## src/rtl/material_pkg.sv

```systemverilog
// Shared types and constants for the pick-and-place temperature checker.
// Holds the controller state encoding and the XADC code scale.
package material_pkg;

    // XADC codes per degree Celsius
    localparam int unsigned LSB_PER_C = 68;

    typedef enum logic [2:0] {
        IDLE,
        SETTLE,
        SAMPLE,
        COMPARE,
        PICKUP,
        REJECT,
        FAULT
    } state_t;

endpackage

```

## src/rtl/multi_material_system_if.sv

```systemverilog
// Station-side bus of multi_material_system.
// master: trigger, stationSel, windowLo/windowHi, digitalTemp, ready (driven)
//         enable, correct, control, fault, busy, avgTemp (observed)
// slave : the controller, directions reversed.
interface multi_material_system_if #(
    parameter int unsigned NUM_STATIONS = 4,
    parameter int unsigned TEMP_WIDTH   = 12
);
    localparam int unsigned SEL_WIDTH = (NUM_STATIONS > 1) ? $clog2(NUM_STATIONS) : 1;

    logic                               trigger;
    logic [SEL_WIDTH-1:0]               stationSel;
    logic [NUM_STATIONS*TEMP_WIDTH-1:0] windowLo;
    logic [NUM_STATIONS*TEMP_WIDTH-1:0] windowHi;
    logic [TEMP_WIDTH-1:0]              digitalTemp;
    logic                               ready;
    logic                               enable;
    logic                               correct;
    logic                               control;
    logic                               fault;
    logic                               busy;
    logic [TEMP_WIDTH-1:0]              avgTemp;

    modport master (
        output trigger, stationSel, windowLo, windowHi, digitalTemp, ready,
        input  enable, correct, control, fault, busy, avgTemp
    );

    modport slave (
        input  trigger, stationSel, windowLo, windowHi, digitalTemp, ready,
        output enable, correct, control, fault, busy, avgTemp
    );

endinterface

```

## src/rtl/sample_averager.sv

```systemverilog
// Accumulates 2^AVG_LOG2 ready-qualified samples and watches for a stalled XADC.
// Ports: clk/rst, clr (restart), en (sampling window), ready/din (XADC result),
//        acc (running sum), done_c (last sample this clock), timeout_c (stall limit hit).
module sample_averager #(
    parameter int unsigned TEMP_WIDTH     = 12,
    parameter int unsigned AVG_LOG2       = 2,
    parameter int unsigned TIMEOUT_CYCLES = 50
) (
    input  logic                           clk,
    input  logic                           rst,
    input  logic                           clr,
    input  logic                           en,
    input  logic                           ready,
    input  logic [TEMP_WIDTH-1:0]          din,
    output logic [TEMP_WIDTH+AVG_LOG2-1:0] acc,
    output logic                           done_c,
    output logic                           timeout_c
);
    localparam int unsigned AW          = TEMP_WIDTH + AVG_LOG2;
    localparam int unsigned NUM_SAMPLES = 1 << AVG_LOG2;
    localparam int unsigned SCW         = AVG_LOG2 + 1;
    localparam int unsigned TCW         = $clog2(TIMEOUT_CYCLES + 1);

    logic [SCW-1:0] scnt;
    logic [TCW-1:0] tcnt;

    // Sum, sample count and consecutive not-ready count
    always_ff @(posedge clk or posedge rst) begin
        if (rst) begin
            acc  <= '0;
            scnt <= '0;
            tcnt <= '0;
        end else if (clr) begin
            acc  <= '0;
            scnt <= '0;
            tcnt <= '0;
        end else if (en) begin
            if (ready) begin
                acc  <= acc + AW'(din);
                scnt <= scnt + SCW'(1);
                tcnt <= '0;
            end else begin
                tcnt <= tcnt + TCW'(1);
            end
        end
    end

    // Flags fire on the clock that completes the condition
    assign done_c    = en && ready && (scnt == SCW'(NUM_SAMPLES - 1));
    assign timeout_c = en && !ready && (tcnt == TCW'(TIMEOUT_CYCLES - 1));

endmodule

```

## src/rtl/multi_material_system.sv

```systemverilog
// Temperature-window check before pickup: settle, average XADC samples,
// compare against the selected station window, then drive the pickup actuator.
// Ports: ACLK, ARESET (async, active high), bus (slave modport):
//   trigger/stationSel start a run, windowLo/windowHi per-station limits,
//   digitalTemp/ready XADC result, enable XADC request, correct/avgTemp result,
//   control actuator, fault timeout/illegal station, busy not idle.
module multi_material_system
    import material_pkg::*;
#(
    parameter int unsigned NUM_STATIONS   = 4,
    parameter int unsigned TEMP_WIDTH     = 12,
    parameter int unsigned SETTLE_CYCLES  = 300,
    parameter int unsigned AVG_LOG2       = 2,
    parameter int unsigned PICKUP_CYCLES  = 300,
    parameter int unsigned TIMEOUT_CYCLES = 50
) (
    input logic                    ACLK,
    input logic                    ARESET,
    multi_material_system_if.slave bus
);
    localparam int unsigned TW      = TEMP_WIDTH;
    localparam int unsigned SW      = (NUM_STATIONS > 1) ? $clog2(NUM_STATIONS) : 1;
    localparam int unsigned AW      = TEMP_WIDTH + AVG_LOG2;
    localparam int unsigned CNT_MAX = (SETTLE_CYCLES > PICKUP_CYCLES) ? SETTLE_CYCLES : PICKUP_CYCLES;
    localparam int unsigned CW      = $clog2(CNT_MAX + 1);

    state_t          state_q, state_d;
    logic [CW-1:0]   cnt_q, cnt_d;
    logic [SW-1:0]   station_q, station_d;
    logic            correct_q, correct_d;
    logic            fault_q, fault_d;
    logic [TW-1:0]   avg_q, avg_d;
    logic            enable_q, control_q, busy_q;
    logic            trig_q;

    logic [AW-1:0]   acc;
    logic            done_c, timeout_c;
    logic            accept_c, illegal_c, in_window_c;
    logic [TW-1:0]   lo_c, hi_c, avg_c;

    sample_averager #(
        .TEMP_WIDTH     (TEMP_WIDTH),
        .AVG_LOG2       (AVG_LOG2),
        .TIMEOUT_CYCLES (TIMEOUT_CYCLES)
    ) u_avg (
        .clk       (ACLK),
        .rst       (ARESET),
        .clr       (state_q == SETTLE),
        .en        (state_q == SAMPLE),
        .ready     (bus.ready),
        .din       (bus.digitalTemp),
        .acc       (acc),
        .done_c    (done_c),
        .timeout_c (timeout_c)
    );

    // Rising edge against the registered copy, honoured only when idle
    assign accept_c  = (state_q == IDLE) && bus.trigger && !trig_q;
    assign illegal_c = ({1'b0, bus.stationSel} >= (SW + 1)'(NUM_STATIONS));

    // Window of the latched station
    always_comb begin
        lo_c = '0;
        hi_c = '0;
        for (int unsigned i = 0; i < NUM_STATIONS; i++) begin
            if (station_q == SW'(i)) begin
                lo_c = bus.windowLo[i*TW +: TW];
                hi_c = bus.windowHi[i*TW +: TW];
            end
        end
    end

    // Truncating average; an inverted window can never match
    assign avg_c       = TW'(acc >> AVG_LOG2);
    assign in_window_c = (lo_c <= avg_c) && (avg_c <= hi_c);

    // State and output registers
    always_ff @(posedge ACLK or posedge ARESET) begin
        if (ARESET) begin
            state_q   <= IDLE;
            cnt_q     <= '0;
            station_q <= '0;
            correct_q <= 1'b0;
            fault_q   <= 1'b0;
            avg_q     <= '0;
            enable_q  <= 1'b0;
            control_q <= 1'b0;
            busy_q    <= 1'b0;
            trig_q    <= 1'b1;
        end else begin
            state_q   <= state_d;
            cnt_q     <= cnt_d;
            station_q <= station_d;
            correct_q <= correct_d;
            fault_q   <= fault_d;
            avg_q     <= avg_d;
            enable_q  <= (state_d == SAMPLE);
            control_q <= (state_d == PICKUP);
            busy_q    <= (state_d != IDLE);
            trig_q    <= bus.trigger;
        end
    end

    // Next state and next register values
    always_comb begin
        state_d   = state_q;
        cnt_d     = cnt_q + CW'(1);
        station_d = station_q;
        correct_d = correct_q;
        fault_d   = fault_q;
        avg_d     = avg_q;
        case (state_q)
            IDLE: begin
                cnt_d = '0;
                if (accept_c) begin
                    station_d = bus.stationSel;
                    correct_d = 1'b0;
                    fault_d   = 1'b0;
                    state_d   = illegal_c ? FAULT : SETTLE;
                end
            end
            SETTLE: begin
                if (cnt_q == CW'(SETTLE_CYCLES - 1)) begin
                    state_d = SAMPLE;
                    cnt_d   = '0;
                end
            end
            SAMPLE: begin
                cnt_d = '0;
                if (done_c) begin
                    state_d = COMPARE;
                end else if (timeout_c) begin
                    state_d = FAULT;
                end
            end
            COMPARE: begin
                cnt_d     = '0;
                avg_d     = avg_c;
                correct_d = in_window_c;
                state_d   = in_window_c ? PICKUP : REJECT;
            end
            PICKUP: begin
                if (cnt_q == CW'(PICKUP_CYCLES - 1)) begin
                    state_d = IDLE;
                    cnt_d   = '0;
                end
            end
            REJECT: begin
                cnt_d   = '0;
                state_d = IDLE;
            end
            FAULT: begin
                cnt_d   = '0;
                state_d = IDLE;
            end
            default: begin
                cnt_d   = '0;
                state_d = IDLE;
            end
        endcase
        // Entering FAULT flags the run and voids any pass
        if (state_d == FAULT) begin
            fault_d   = 1'b1;
            correct_d = 1'b0;
        end
    end

    assign bus.enable  = enable_q;
    assign bus.correct = correct_q;
    assign bus.control = control_q;
    assign bus.fault   = fault_q;
    assign bus.busy    = busy_q;
    assign bus.avgTemp = avg_q;

endmodule

```

## src/flat_wrapper.sv

```systemverilog
// flat-port wrapper written by rule: the top's interface ports become plain ports
module multi_material_system_flat import material_pkg::*;
#(
    parameter int unsigned NUM_STATIONS   = 4,
    parameter int unsigned TEMP_WIDTH     = 12,
    parameter int unsigned SETTLE_CYCLES  = 300,
    parameter int unsigned AVG_LOG2       = 2,
    parameter int unsigned PICKUP_CYCLES  = 300,
    parameter int unsigned TIMEOUT_CYCLES = 50
)
  (ACLK, ARESET, bus_trigger, bus_stationSel, bus_windowLo, bus_windowHi, bus_digitalTemp, bus_ready, bus_enable, bus_correct, bus_control, bus_fault, bus_busy, bus_avgTemp);
  multi_material_system_if #(.NUM_STATIONS(NUM_STATIONS), .TEMP_WIDTH(TEMP_WIDTH)) bus_i ();
  input logic ACLK;
  input logic ARESET;
  input wire logic [$bits(bus_i.trigger)-1:0] bus_trigger;
  input wire logic [$bits(bus_i.stationSel)-1:0] bus_stationSel;
  input wire logic [$bits(bus_i.windowLo)-1:0] bus_windowLo;
  input wire logic [$bits(bus_i.windowHi)-1:0] bus_windowHi;
  input wire logic [$bits(bus_i.digitalTemp)-1:0] bus_digitalTemp;
  input wire logic [$bits(bus_i.ready)-1:0] bus_ready;
  output wire logic [$bits(bus_i.enable)-1:0] bus_enable;
  output wire logic [$bits(bus_i.correct)-1:0] bus_correct;
  output wire logic [$bits(bus_i.control)-1:0] bus_control;
  output wire logic [$bits(bus_i.fault)-1:0] bus_fault;
  output wire logic [$bits(bus_i.busy)-1:0] bus_busy;
  output wire logic [$bits(bus_i.avgTemp)-1:0] bus_avgTemp;
  assign bus_i.trigger = bus_trigger;
  assign bus_i.stationSel = bus_stationSel;
  assign bus_i.windowLo = bus_windowLo;
  assign bus_i.windowHi = bus_windowHi;
  assign bus_i.digitalTemp = bus_digitalTemp;
  assign bus_i.ready = bus_ready;
  assign bus_enable = bus_i.enable;
  assign bus_correct = bus_i.correct;
  assign bus_control = bus_i.control;
  assign bus_fault = bus_i.fault;
  assign bus_busy = bus_i.busy;
  assign bus_avgTemp = bus_i.avgTemp;
  multi_material_system #(.NUM_STATIONS(NUM_STATIONS), .TEMP_WIDTH(TEMP_WIDTH), .SETTLE_CYCLES(SETTLE_CYCLES), .AVG_LOG2(AVG_LOG2), .PICKUP_CYCLES(PICKUP_CYCLES), .TIMEOUT_CYCLES(TIMEOUT_CYCLES)) u_core (.ACLK(ACLK), .ARESET(ARESET), .bus(bus_i));
endmodule
```

## config.mk

```make
export PLATFORM = sky130hd
export DESIGN_NAME = multi_material_system_flat
export DESIGN_NICKNAME = d
export VERILOG_FILES = /design/src/rtl/material_pkg.sv /design/src/rtl/multi_material_system_if.sv /design/src/rtl/sample_averager.sv /design/src/rtl/multi_material_system.sv /design/src/flat_wrapper.sv
export SDC_FILE = /design/constraint.sdc
export NUM_CORES = 1
export LEC_CHECK = 0
export CORE_UTILIZATION = 42
export CTS_CLUSTER_DIAMETER = 150
export CTS_CLUSTER_SIZE = 16
export DETAILED_ROUTE_END_ITERATION = 12
export GPL_TIMING_DRIVEN = 0
export PLACE_DENSITY = 0.75
export SKIP_LAST_GASP = 1
export SYNTH_ARGS = -nofsm -noshare
export SYNTH_HDL_FRONTEND = slang
export SYNTH_SLANG_ARGS = --single-unit
```

## constraint.sdc

```tcl
create_clock -name ACLK -period 2.63 [get_ports ACLK]
set_input_delay 0.3945 -clock ACLK [delete_from_list [all_inputs] [get_ports ACLK]]
set_output_delay 0.3945 -clock ACLK [all_outputs]
set_load 0.01 [all_outputs]
```

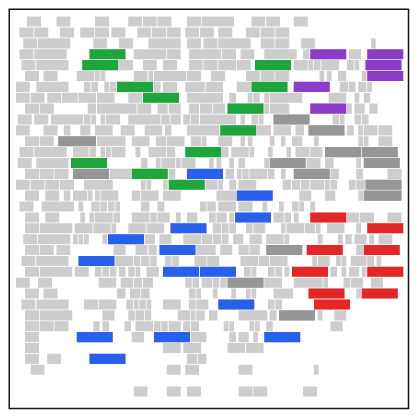
**Above:** run 1 (sequential cells coloured by netlist name).
Scale: 4 px per um. Other sequential cells in the stronger grey, the rest of the logic in the fainter grey.
legend:
  green:
    netlist_name: u_core.bus.avgTemp
    flops: 12
  blue:
    netlist_name: u_core.u_avg.acc
    flops: 14
  purple:
    netlist_name: u_core.u_avg.tcnt
    flops: 6
    where: upper right
  red:
    netlist_name: u_core.cnt_q
    flops: 9
Sequential cell area: 1379 um2
Seq area share: 24.26%

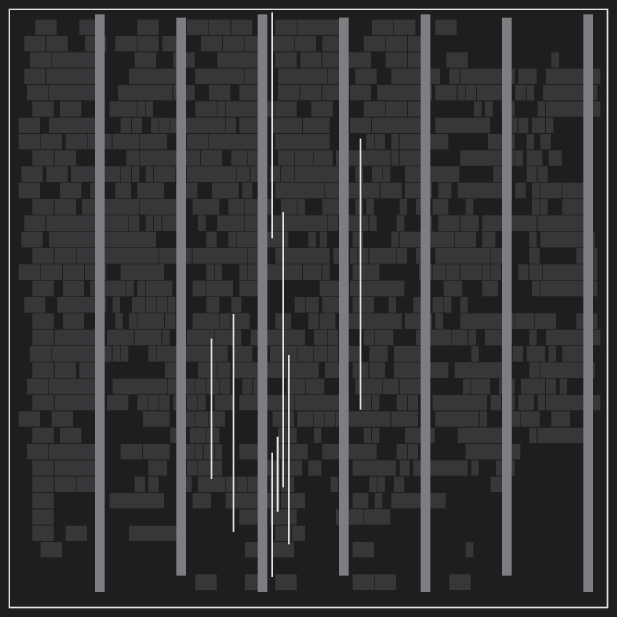
**Above:** run 1 (the metal 4 layer).
Scale: 6 px per um. Supply wires on this layer in grey.
share of all routed wire: 2.4%
wire length on this layer: 251 um

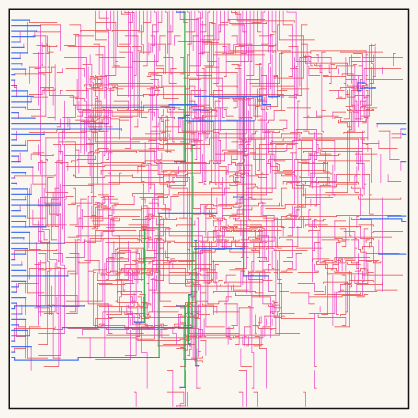
**Above:** run 1 (signal wires by layer).
Scale: 4 px per um.
legend:
  magenta:
    layer: M2
    wire_length: 5450 um
  red:
    layer: M1
    wire_length: 4390 um
  green:
    layer: M4
    wire_length: 251 um
  blue:
    layer: M3
    wire_length: 525 um
GRT Util Overall: 22.39%
Routed Wire Length: 10620 um

==> flow_summary.yaml, run 1 <==
# implementation run metrics
setup_path:
  path_class: "reg -> reg"
  r2r_setup_slack_ns: 0.10
  cp-end-kind: "flip-flop"
  cp-start-kind: "flip-flop"
  worstSetupEndpoint: "u_core.bus.control"
  timing.rr.end: "u_core.bus.control"
  crit_buf_inv: 2
  r2r_cells: 9
  cp.depth: 9
  slowest_delay_ns: 0.54
  worstPathArrival_ns: 2.77
  reg2reg_from: "u_core.station_q[0]"
  worst_ep_required_time_ns: 2.87
  crit_start: "u_core.station_q[0]"
  crit_chain: "buf_8, buf_12, mux4_2, ha_4, a21oi_2, o21ai_2, a2111oi_4, a21oi_2, o31ai_1"
  crit_top_cell: "a21oi_2"
  critPathMaxFanout: 10
sta:
  relSlewSlack_pct: 66.45
  clock_skew_ns: 0.009984
  setup_viol: 0
  worstMarginPinSlew_ns: 0.5010
  period_needed_ns: 2.530
  rsz0062_at_grt: "no"
  hold_ws_ns: 0.3678
cts:
  cts_setup_buffers: 0
  cts_resized: 11
  cts_tree: "built"
  clock_path_buffers: 2
  numCtsBuffers: 5
synth:
  synthTopLogicFamily: "simple AND/OR/NAND/NOR gates"
  ys_sh_xor_pct: 3.733
  aoi_share_pct: 12.58
  common_cells: "dfrtp_1, ha_1, o21ai_0"
  synth_cells: 405
  synth.avg_cell_area_um2: 9.849
  synthArstFlopShare_pct: 100.0
  synth_area_leader_cell: "dfrtp_1"
  post-synth-top-count-cell: "dfrtp_1"
  synth.yosys.seq_area_share_pct: 34.54
  synth-edff-count: 0
  yosys-top-cells-area: "dfrtp_1, mux4_2, ha_1, o21ai_0, nand2_1"
  ys_types: 49
  ys.flops: 55
  flop_cell: "dfrtp_1"
  simple_gate_area_share_pct: 16.75
  netlist_area_um2: 3989
  yosys-stat-area_um2: 3989
  yosys_cells: 405
  yosys.area.top_type_share_pct: 33.88
global_routing:
  antenna_found_initial: 0
  met1_usage_pct: 27.32
  grt_pass1_wl_um: 17400
  gr-max-usage-layer: "met2"
  use_met2_pct: 39.80
  grt_util_met3_pct: 4.357
outcome:
  status: "finished clean"
power_and_ir_drop:
  p_sw_mw: 1.177
  powerComb_mw: 1.77
  p_sw_share_pct: 36.44
  ir_drop_uv: 400.0
  total_power_mw: 3.231
  powerSeq_mw: 0.963
  p_leak_nw: 2.405
  p_int_mw: 2.053
  clkPwrFrac_pct: 15.5
placement:
  portBuffers: 130
  place_inst: 665
  dp_slack_ns: -0.5074
  place.gp.congestion: 0.8572
  dp_hpwl_um: 8689
  placed_cell_area_um2: 5478
finish:
  syn2layout_area_growth_pct: 42.47
  largest_register: "u_core.u_avg.acc"
  final_core_utilization_pct: 61.50
  mostFrequentLayoutCell: "clkdlybuf4s50_1"
  layout.cells.non_filler: 673
  nFlopsAndLatches: 55
  final-comb-area_um2: 2495
  comb_cells: 301
  layout_top_cells: "clkdlybuf4s50_1, dfrtp_1, ha_1"
  final_layout_size_suffix_gt1_share_pct: 10.85
  clock_area_share_pct: 1.629
  antenna_cells: 0
  buf_share_pct: 25.19
  largest_reg_flops: 14
  inverters: 33
  clock_buffers: 5
  dominant-cell-class: "combinational gates"
detailed_routing:
  drt_first_pass_iters: 4
  drc: 0
  highest_layer: "met4"
  vias_per_cell: 5.389
  wl_met3_um: 525
  first_iter_violations: 113
die:
  chipArea_um2: 9891
  rows: 35
  io_pins: 131
  taps: 129
  fp.coreArea_um2: 9240
hold_path:
  min_path_type: "in -> async"
flow_run:
  tool_warnings: 27
==> run 1 -> run 2 <==
--- a/config.mk
+++ b/config.mk
@@ -12,6 +12,7 @@
 export GPL_TIMING_DRIVEN = 0
 export PLACE_DENSITY = 0.75
 export SKIP_LAST_GASP = 1
+export SLEW_MARGIN = 10
 export SYNTH_ARGS = -nofsm -noshare
 export SYNTH_HDL_FRONTEND = slang
 export SYNTH_SLANG_ARGS = --single-unit
==> flow_summary.yaml, run 2 <==
# implementation run metrics
synth:
  synth.avg_cell_area_um2: 9.849
  aoi_share_pct: 12.58
  yosys-top-cells-area: "dfrtp_1, mux4_2, ha_1, o21ai_0, nand2_1"
  yosys_cells: 405
  simple_gate_area_share_pct: 16.75
  synth_area_leader_cell: "dfrtp_1"
  ys_sh_xor_pct: 3.733
  synthTopLogicFamily: "simple AND/OR/NAND/NOR gates"
  post-synth-top-count-cell: "dfrtp_1"
  yosys-stat-area_um2: 3989
  netlist_area_um2: 3989
  synth-edff-count: 0
  flop_cell: "dfrtp_1"
  ys_types: 49
  common_cells: "dfrtp_1, ha_1, o21ai_0"
  synth_cells: 405
  yosys.area.top_type_share_pct: 33.88
cts:
  cts_setup_buffers: 0
  clock_path_buffers: 2
global_routing:
  gr-max-usage-layer: "met2"
  met1_usage_pct: 26.53
  antenna_found_initial: 0
  grtUsageTotal_pct: 22.41
  grt_util_met3_pct: 4.076
die:
  io_pins: 131
  chipArea_um2: 9891
  rows: 35
  fp.coreArea_um2: 9240
  taps: 129
finish:
  largest_register: "u_core.u_avg.acc"
  antenna_cells: 0
  layout.cells.non_filler: 677
  clock_area_share_pct: 2.013
  comb_cells: 301
  layout_top_cells: "clkdlybuf4s50_1, dfrtp_1, ha_1"
  final-comb-area_um2: 2511
  final_layout_size_suffix_gt1_share_pct: 11.50
  mostFrequentLayoutCell: "clkdlybuf4s50_1"
  buf_share_pct: 25.76
  nFlopsAndLatches: 55
  seqCellArea_um2: 1379
  syn2layout_area_growth_pct: 44.92
  clock_buffers: 5
  largest_reg_flops: 14
setup_path:
  reg2reg_from: "u_core.station_q[0]"
  cp-start-kind: "flip-flop"
  r2r_cells: 11
  cp-end-kind: "flip-flop"
  cp.depth: 11
  timing.rr.end: "u_core.state_q[0]"
  worstSetupEndpoint: "u_core.state_q[0]"
  crit_buf_inv: 4
  worst_ep_required_time_ns: 2.88
power_and_ir_drop:
  ir_drop_uv: 388.3
  p_sw_mw: 1.208
  total_power_mw: 3.448
  clkPwrFrac_pct: 17.4
  powerComb_mw: 1.88
  p_leak_nw: 2.455
placement:
  portBuffers: 130
  place.gp.congestion: 0.8572
  place_inst: 665
  placed_cell_area_um2: 5478
  dp_slack_ns: -0.5248
detailed_routing:
  highest_layer: "met4"
  routed_wl_um: 10810
  vias_per_cell: 5.349
  wl_met3_um: 585
  drc: 0
  drt_first_pass_iters: 4
  first_iter_violations: 145
hold_path:
  min_path_type: "in -> async"
sta:
  relSlewSlack_pct: 64.66
  rsz0062_at_grt: "no"
  setup_viol: 0
  clock_skew_ns: 0.01481
  hold_ws_ns: 0.4101
outcome:
  status: "finished clean"
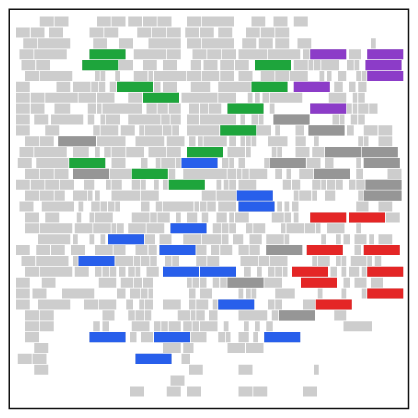
**Above:** run 2 (sequential cells coloured by netlist name).
Scale: 4 px per um. Other sequential cells in the stronger grey, the rest of the logic in the fainter grey.
legend:
  purple:
    netlist_name: u_core.u_avg.tcnt
    flops: 6
    where: upper right
  red:
    netlist_name: u_core.cnt_q
    flops: 9
  green:
    netlist_name: u_core.bus.avgTemp
    flops: 12
  blue:
    netlist_name: u_core.u_avg.acc
    flops: 14
sequential cell power: 0.964 mW
Seq area share: 23.85%
post-layout util: 62.56%

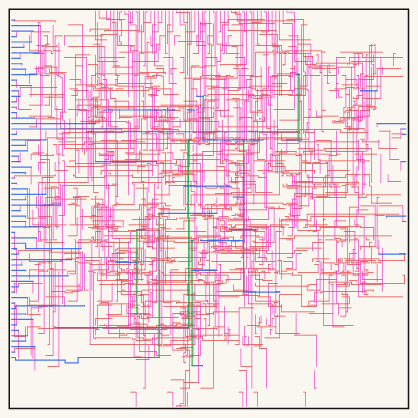
**Above:** run 2 (signal wires by layer).
Scale: 4 px per um.
vias post-DR: 3621
per-cell routed wire length: 15.96 um

Power is estimated from default activity; no workload was simulated.
